## src/rtl/mem_arbiter.sv

```systemverilog
// Arbitrates the single RAM port between instruction fetch and data access.
// Optional fetch-starvation guard enabled by defining ARB_STARVE_GUARD_EN.
`timescale 1ns/1ps

module mem_arbiter #(
    parameter int WORD_W     = 32,
    parameter int TIMEOUT    = 64,
    parameter int STARVE_MAX = 4
) (
    input  logic              CLK,
    input  logic              nRST,
    input  logic              iREN,
    input  logic [WORD_W-1:0] iaddr,
    output logic              ihit,
    output logic [WORD_W-1:0] iload,
    input  logic              dREN,
    input  logic              dWEN,
    input  logic [WORD_W-1:0] daddr,
    input  logic [WORD_W-1:0] dstore,
    output logic              dhit,
    output logic [WORD_W-1:0] dload,
    output logic              ramREN,
    output logic              ramWEN,
    output logic [WORD_W-1:0] ramaddr,
    output logic [WORD_W-1:0] ramstore,
    input  logic [WORD_W-1:0] ramload,
    input  logic [1:0]        ramstate,
    output logic              tmo_err
);

    // state  | meaning
    // IDLE   | no access in flight, arbitrating requests
    // I_ACC  | instruction read presented to RAM
    // D_ACC  | data read/write presented to RAM
    // RESP   | one-cycle hit/response, requests ignored
    typedef enum logic [1:0] {IDLE, I_ACC, D_ACC, RESP} state_t;

    localparam logic [1:0] RAM_ACCESS = 2'd2;
    localparam logic [1:0] RAM_ERROR  = 2'd3;
    localparam int         WAIT_W     = $clog2(TIMEOUT + 1);

    state_t             state;
    logic [WORD_W-1:0]  addr_q;
    logic [WORD_W-1:0]  store_q;
    logic               wr_q;
    logic [WAIT_W-1:0]  wait_cnt;
    logic               d_req;
    logic               grant_d;

    assign d_req = dREN | dWEN;

`ifdef ARB_STARVE_GUARD_EN
    localparam int STARVE_W = $clog2(STARVE_MAX + 1);
    logic [STARVE_W-1:0] starve_cnt;

    // a waiting fetch wins once data has been granted STARVE_MAX times in a row
    assign grant_d = d_req && !(iREN && (starve_cnt == STARVE_W'(STARVE_MAX)));

    always_ff @(posedge CLK or negedge nRST) begin
        if (!nRST) begin
            starve_cnt <= '0;
        end else if (state == IDLE) begin
            if (grant_d && iREN)
                starve_cnt <= starve_cnt + 1'b1;
            else if (!grant_d && iREN)
                starve_cnt <= '0;
        end
    end
`else
    assign grant_d = d_req;
`endif

    always_ff @(posedge CLK or negedge nRST) begin
        if (!nRST) begin
            state    <= IDLE;
            addr_q   <= '0;
            store_q  <= '0;
            wr_q     <= 1'b0;
            wait_cnt <= '0;
            ihit     <= 1'b0;
            dhit     <= 1'b0;
            iload    <= '0;
            dload    <= '0;
            tmo_err  <= 1'b0;
        end else begin
            ihit <= 1'b0;
            dhit <= 1'b0;
            case (state)
                IDLE: begin
                    if (grant_d) begin
                        state    <= D_ACC;
                        addr_q   <= daddr;
                        store_q  <= dstore;
                        wr_q     <= dWEN;
                        wait_cnt <= '0;
                    end else if (iREN) begin
                        state    <= I_ACC;
                        addr_q   <= iaddr;
                        wr_q     <= 1'b0;
                        wait_cnt <= '0;
                    end
                end
                I_ACC, D_ACC: begin
                    if (wait_cnt != WAIT_W'(TIMEOUT))
                        wait_cnt <= wait_cnt + 1'b1;
                    if (wait_cnt == WAIT_W'(TIMEOUT - 1))
                        tmo_err <= 1'b1;
                    if (ramstate == RAM_ACCESS) begin
                        state <= RESP;
                        // a withdrawn (flushed) request finishes without a hit
                        if (state == I_ACC) begin
                            iload <= ramload;
                            ihit  <= iREN;
                        end else begin
                            if (!wr_q)
                                dload <= ramload;
                            dhit <= d_req;
                        end
                    end else if (ramstate == RAM_ERROR) begin
                        state <= IDLE;
                    end
                end
                RESP: state <= IDLE;
                default: state <= IDLE;
            endcase
        end
    end

    assign ramREN   = (state == I_ACC) || ((state == D_ACC) && !wr_q);
    assign ramWEN   = (state == D_ACC) && wr_q;
    assign ramaddr  = addr_q;
    assign ramstore = store_q;

endmodule

```

## config.mk

```make
export PLATFORM = sky130hd
export DESIGN_NAME = mem_arbiter
export DESIGN_NICKNAME = d
export VERILOG_FILES = /design/src/rtl/mem_arbiter.sv
export SDC_FILE = /design/constraint.sdc
export NUM_CORES = 1
export LEC_CHECK = 0
export CORE_ASPECT_RATIO = 2
export CORE_MARGIN = 2
export CORE_UTILIZATION = 45
export CTS_CLUSTER_DIAMETER = 80
export DETAILED_ROUTE_END_ITERATION = 10
export PLACE_DENSITY = 0.83
export SLEW_MARGIN = 10
export SYNTH_ARGS = -nofsm -noshare
export SYNTH_HDL_FRONTEND = slang
export SYNTH_SLANG_ARGS = --single-unit
```

## constraint.sdc

```tcl
create_clock -name CLK -period 4 [get_ports CLK]
set_input_delay 0.4 -clock CLK [delete_from_list [all_inputs] [get_ports CLK]]
set_output_delay 0.4 -clock CLK [all_outputs]
set_load 0.05 [all_outputs]
```

==> results_dict.tcl, run 1 <==
# place-and-route summary
set metrics [dict create \
    flop_area_um2 3530 \
    gr-usage-met2 0.423 \
    p_seq_mw 2.47 \
    maxPowerGroup "combinational logic" \
    comb_cells 255 \
    synth.distinct_cells 40 \
    io-pin-count 268 \
    routed.top_layer "met4" \
    cts_hold_repair.buffers 0 \
    grt_pass1_vias 4921 \
    top_cell "dfrtp_1" \
    setup_viol 0 \
    hold_class "in -> async" \
    grt_max_degree 116 \
    dp_worst_setup_slack_ps 1410 \
    finalClockPeriodUsage 0.641 \
    startpoint "state[1]" \
    synth_top_area_share 0.598 \
    synthAoiAreaFrac 0.0507 \
    async_reset_ff_frac 1.00 \
    fmax_mhz 390 \
    status "finished clean" \
    clock_buffers 18 \
    crit_chain "inv_1 > ha_1 > a21o_1 > clkdlybuf4s50_1" \
    tapCellCount 152 \
    flop-count 141 \
    p_leak_nw 3.94 \
    seq_share 0.382 \
    rows 59 \
    routabilityCongestion 0.754 \
    min_period_ps 2560 \
    r2r_setup_slack_ps 1570 \
    r2r-start "state[0]" \
    yosys_most_used_dff "dfrtp_1" \
    nets 835 \
    synth-edff-count 0 \
    ys_seq_frac 0.598 \
    ys_ff 141 \
    synth_adder_area_share 0.0148 \
    cts_made_buffers 17 \
    r2r_end "dload[26]" \
    final_common_cell "clkdlybuf4s50_1" \
    pwr-share-seq 0.268 \
    die-area_um2 14100 \
    dp_hpwl_um 12100 \
    ys_cells 423 \
    grt_pass1_wl_um 25700 \
    drt-met1-wl_um 5520 \
    p_per_area_nw_per_um2 999 \
    port_buffers 267 \
    signal_buffers 272 \
    worst_pin_slew_ps 1020 \
    critPathArrivalTime_ps 2160 \
    post_cts_buffers 0 \
    inverters 6 \
    firstDrtPassIters 4 \
    ys_top_logic_family "multiplexers" \
    met1_usage 0.240 \
    critPathSlowestCell "clkdlybuf4s50_1" \
    routed_via_density 5.25 \
    cp-start-kind "flop" \
    yosysTopAreaCell "dfrtp_1" \
    pwr.group.combinational_mw 5.20 \
    critical_path_required_ps 3600 \
    grt.busiest_layer "met2" \
    synth_area_um2 5900 \
    clock-root-buffer "clkbuf_16" \
    power_mw 9.23 \
    hold_viol_final 0 \
    netlist_instances 423 \
    mi_logic_area_um2 2200 \
]
Fig. 1: run 1, PDN straps and rails
(3 px per µm) Pins as bars on the die edge.
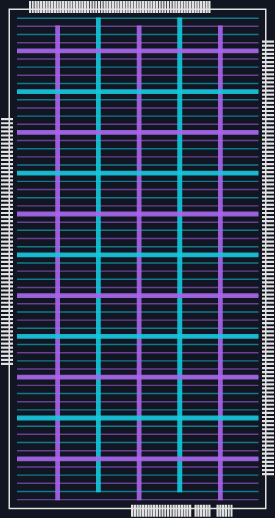
| colour | net |
|---|---|
| cyan | VDD |
| purple | VSS |
met1 rails: 60
signal pins: 268
met4 straps: 5
Die Ht: 166 µm
core area: 12900 µm²
VDD IR-drop max: 0.696 mV
die x size: 85.0 µm

Fig. 2: run 1, clock network drawn from the DEF
(2 px per µm)
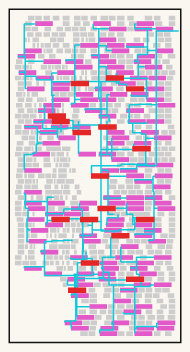
[red] clock-net drivers | count: 17
[cyan] clock wires | length: 1700 µm
[magenta] flip-flops | count: 141
flops lie: all over the die
routed clock nets: 18
clk pwr: 1.56 mW
Late-Pin Clk Latency: 410 ps
skew final: 7.41 ps

Fig. 3: run 1, wiring by layer
(4 px per µm)
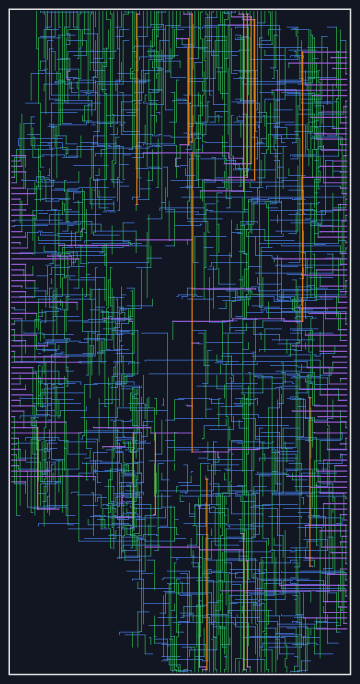
| colour | layer | wire length |
|---|---|---|
| orange | M4 | 662 µm |
| purple | M3 | 1200 µm |
| green | M2 | 8690 µm |
| blue | M1 | 5520 µm |
WL per Instance: 18.7 µm
All-Layer GR Usage: 0.233
DR vias: 4503
Routed WL: 16100 µm

Fig. 4: run 1, clock nets
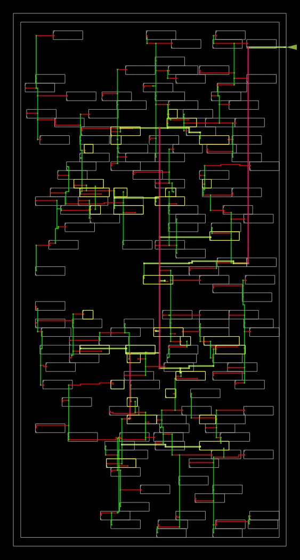

--- run 2 (diff from run 1) ---
--- a/config.mk
+++ b/config.mk
@@ -7,10 +7,10 @@
 export LEC_CHECK = 0
 export CORE_ASPECT_RATIO = 2
 export CORE_MARGIN = 2
-export CORE_UTILIZATION = 45
+export CORE_UTILIZATION = 42
 export CTS_CLUSTER_DIAMETER = 80
 export DETAILED_ROUTE_END_ITERATION = 10
-export PLACE_DENSITY = 0.83
+export PLACE_DENSITY = 0.78
 export SLEW_MARGIN = 10
 export SYNTH_ARGS = -nofsm -noshare
 export SYNTH_HDL_FRONTEND = slang
==> constraint.sdc (replaced) <==
create_clock -name CLK -period 2.6 [get_ports CLK]
set_input_delay 0.26 -clock CLK [delete_from_list [all_inputs] [get_ports CLK]]
set_output_delay 0.26 -clock CLK [all_outputs]
set_load 0.05 [all_outputs]
Fig. 5: run 2, clock nets
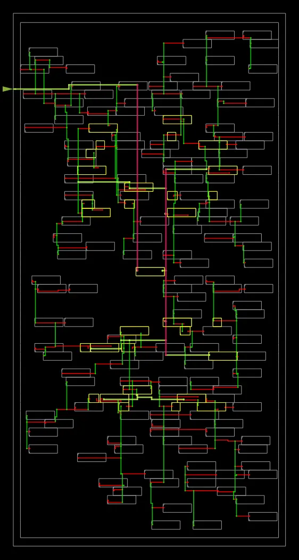
clk sinks: 141
clk pwr: 2.23 mW
skew final: 9.98 ps
clock buffer count from CTS: 17

Fig. 6: run 2, PDN straps and rails
(3 px per µm) Pins as bars on the die edge.
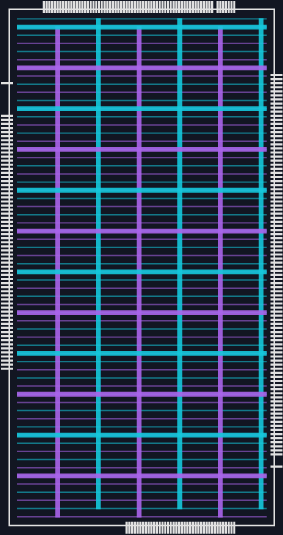
| colour | net |
|---|---|
| purple | VSS |
| cyan | VDD |
met4 straps: 6
signal pins: 268
met5 straps: 12
VDD IR-drop max: 0.805 mV
die x size: 87.8 µm
core area: 13800 µm²
Die Ht: 172 µm

Fig. 7: run 2, wiring by layer
(4 px per µm)
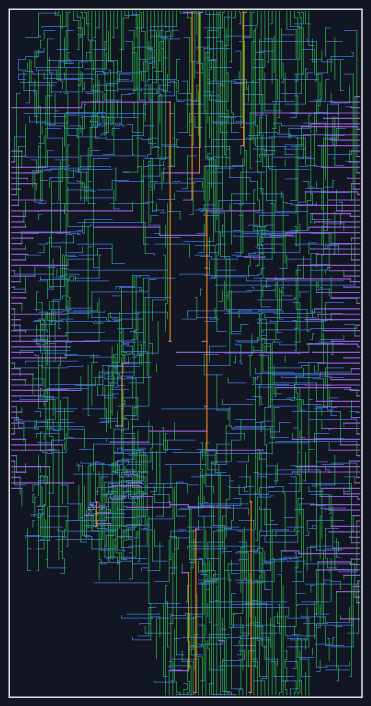
| colour | layer | wire length |
|---|---|---|
| purple | M3 | 1350 µm |
| blue | M1 | 4990 µm |
| green | M2 | 8580 µm |
| orange | M4 | 375 µm |
WL per Instance: 17.1 µm
Routed WL: 15300 µm
All-Layer GR Usage: 0.203
DR vias: 4470

==> run 2 against run 1 <==
Net effect: sequential cell count stayed put; synthesized cell count stayed put; clock power is 43% higher; via count is 0.73% lower; clock skew is 2.6 ps higher; utilization is 4.0 points lower; total power is 52% higher; critical path depth stayed put; area after synthesis stayed put; non-clock buffer count is 3 higher.
==> results_dict.tcl, run 2 <==
# place-and-route summary
set metrics [dict create \
    status "finished clean" \
    die-area_um2 15100 \
    flop_area_um2 3530 \
    crit_chain "inv_1 > ha_1 > a21o_1 > clkdlybuf4s50_1" \
    synth.distinct_cells 40 \
    worst_pin_slew_ps 605 \
    pwr.group.combinational_mw 8.05 \
    drt-met1-wl_um 4990 \
    ys_seq_frac 0.598 \
    synthAoiAreaFrac 0.0507 \
    utilization 0.676 \
    mux_share 0.246 \
    synth_top_area_share 0.598 \
    io-pin-count 268 \
    ant_nets 0 \
    mi_logic_area_um2 2200 \
    seq_share 0.378 \
    power_mw 14.1 \
    r2r_end "dload[20]" \
    r2r_setup_slack_ps 390 \
    grt.busiest_layer "met2" \
    hold_viol_final 0 \
    firstDrtPassIters 4 \
    p_seq_mw 3.78 \
    rsz0062_at_grt "false" \
    grt_pass1_vias 4599 \
    synth_adder_area_share 0.0148 \
    maxPowerGroup "combinational logic" \
    tapCellCount 189 \
    routed_via_density 4.98 \
    r2r-start "state[0]" \
    nets 838 \
    inverters 6 \
    startpoint "state[1]" \
    dp_hpwl_um 11700 \
    routabilityCongestion 0.765 \
    rows 61 \
    clock_buffers 17 \
    critPathSlowestCell "clkdlybuf4s50_1" \
    ys_ff 141 \
    min_period_ps 2390 \
    gr-usage-met2 0.380 \
    async_reset_ff_frac 1.00 \
    synth-edff-count 0 \
    pwr-share-seq 0.269 \
    met1_usage 0.203 \
    grt_pass1_wl_um 23500 \
    cp-start-kind "flop" \
    finalClockPeriodUsage 0.917 \
    flop-count 141 \
    port_buffers 267 \
    simple_gate_share 0.0581 \
    ys_top_logic_family "multiplexers" \
    final_common_cell "clkdlybuf4s50_1" \
    insertion_delay_ps 410 \
    critical_path_required_ps 2340 \
    ys_cells 423 \
    setup_viol 0 \
    clock-root-buffer "clkbuf_16" \
    routed.top_layer "met4" \
    grt_max_degree 66 \
    post_cts_buffers 0 \
    fmax_mhz 419 \
    comb_cells 255 \
    dp_worst_setup_slack_ps 378 \
    top_cell "dfrtp_1" \
    yosysTopAreaCell "dfrtp_1" \
    yosys_most_used_dff "dfrtp_1" \
    path_depth 4 \
    p_per_area_nw_per_um2 1510 \
    syn_to_final_growth_pct 58.2 \
    netlist_instances 423 \
    critPathArrivalTime_ps 2130 \
    hold_class "in -> async" \
    synth_area_um2 5900 \
    p_leak_nw 3.95 \
]
Fig. 8: run 2, gate-type map
(2 px per µm)
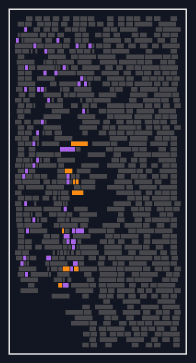

--- run 3 (diff from run 2) ---
--- a/config.mk
+++ b/config.mk
@@ -10,6 +10,7 @@
 export CORE_UTILIZATION = 42
 export CTS_CLUSTER_DIAMETER = 80
 export DETAILED_ROUTE_END_ITERATION = 10
+export GPL_TIMING_DRIVEN = 0
 export PLACE_DENSITY = 0.78
 export SLEW_MARGIN = 10
 export SYNTH_ARGS = -nofsm -noshare
Fig. 9: run 3, gate-type map
(2 px per µm)
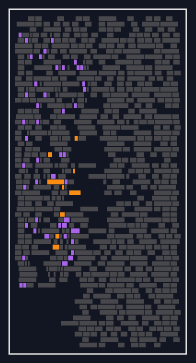
| colour | family | cells | most used |
|---|---|---|---|
| purple | aoi and oai cells | 46 | o21ai_0 |
| orange | nor cells | 9 | nor2_1 |
Finished Layout Cells: 912
dominant logic cell type in the layout: clkdlybuf4s50_1
Comb area share: 0.232

Fig. 10: run 3, wiring by layer
(4 px per µm)
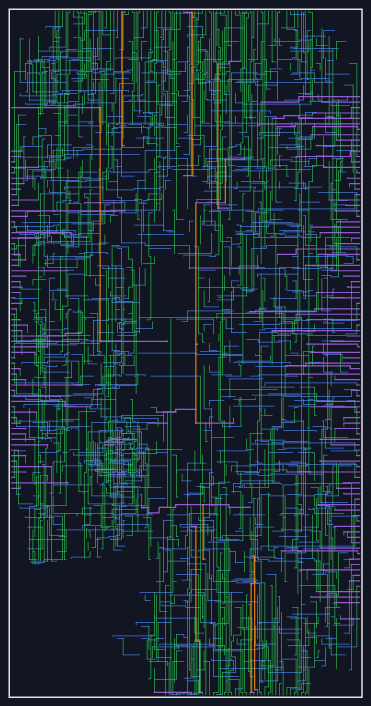
| colour | layer | wire length |
|---|---|---|
| purple | M3 | 1220 µm |
| green | M2 | 8900 µm |
| orange | M4 | 351 µm |
| blue | M1 | 5160 µm |
DR vias: 4498
WL per Instance: 17.1 µm

Fig. 11: run 3, clock network drawn from the DEF
(2 px per µm)
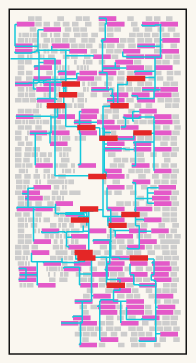
[magenta] flip-flops | count: 141
[cyan] clock wires | length: 1710 µm
[red] clock-net drivers | count: 17
flops lie: all over the die
routed clock nets: 18
skew final: 6.91 ps
clk pwr: 2.25 mW
Clock power frac: 0.159
Late-Pin Clk Latency: 400 ps

==> run 3 against run 2 <==
Net effect: via count up 0.63%; first-iteration DRC count up 3.8%; synthesized cell count unchanged; clock skew down 3.1 ps; critical path depth unchanged; sequential power about the same; die area unchanged; register-to-register slack better by 140 ps; non-clock buffer count up 15; largest power group unchanged.
==> results_dict.tcl, run 3 <==
# place-and-route summary
set metrics [dict create \
    status "finished clean" \
    ys_cells 423 \
    yosysTopAreaCell "dfrtp_1" \
    crit_chain "inv_1 > ha_1 > a21o_1 > clkdlybuf4s50_1" \
    globalRouteTotalUtil 0.209 \
    grt_max_degree 77 \
    seq_share 0.375 \
    startpoint "state[1]" \
    flop-count 141 \
    tapCellCount 189 \
    pwr.group.combinational_mw 8.17 \
    dp_worst_setup_slack_ps 491 \
    netlist_instances 423 \
    die-area_um2 15100 \
    inverters 6 \
    setup_viol 0 \
    rows 61 \
    synth_area_um2 5900 \
    yosys_most_used_dff "dfrtp_1" \
    cp-start-kind "flop" \
    routed_wl_um 15600 \
    hold_class "in -> async" \
    drt-met1-wl_um 5160 \
    p_leak_nw 4.00 \
    worst_pin_slew_ps 623 \
    vdd.ir_drop.worst_mv 0.790 \
    syn_to_final_growth_pct 59.3 \
    routabilityCongestion 0.749 \
    hold_viol_final 0 \
    grt.busiest_layer "met2" \
    top_cell "dfrtp_1" \
    grt_pass1_wl_um 24100 \
    firstDrtPassIters 4 \
    ys_seq_frac 0.598 \
    power_mw 14.2 \
    met1_usage 0.207 \
    dieWidth_um 87.8 \
    rsz0062_at_grt "false" \
    cts.sinks 141 \
    fmax_mhz 415 \
    port_buffers 267 \
    ys_top_logic_family "multiplexers" \
    routed_via_density 4.93 \
    io-pin-count 268 \
    p_seq_mw 3.77 \
    critPathSlowestCell "clkdlybuf4s50_1" \
    clock-root-buffer "clkbuf_16" \
    path_depth 4 \
    async_reset_ff_frac 1.00 \
    routed.top_layer "met4" \
    p_per_area_nw_per_um2 1510 \
    finalClockPeriodUsage 0.928 \
]
Power is estimated from default activity; no workload was simulated.
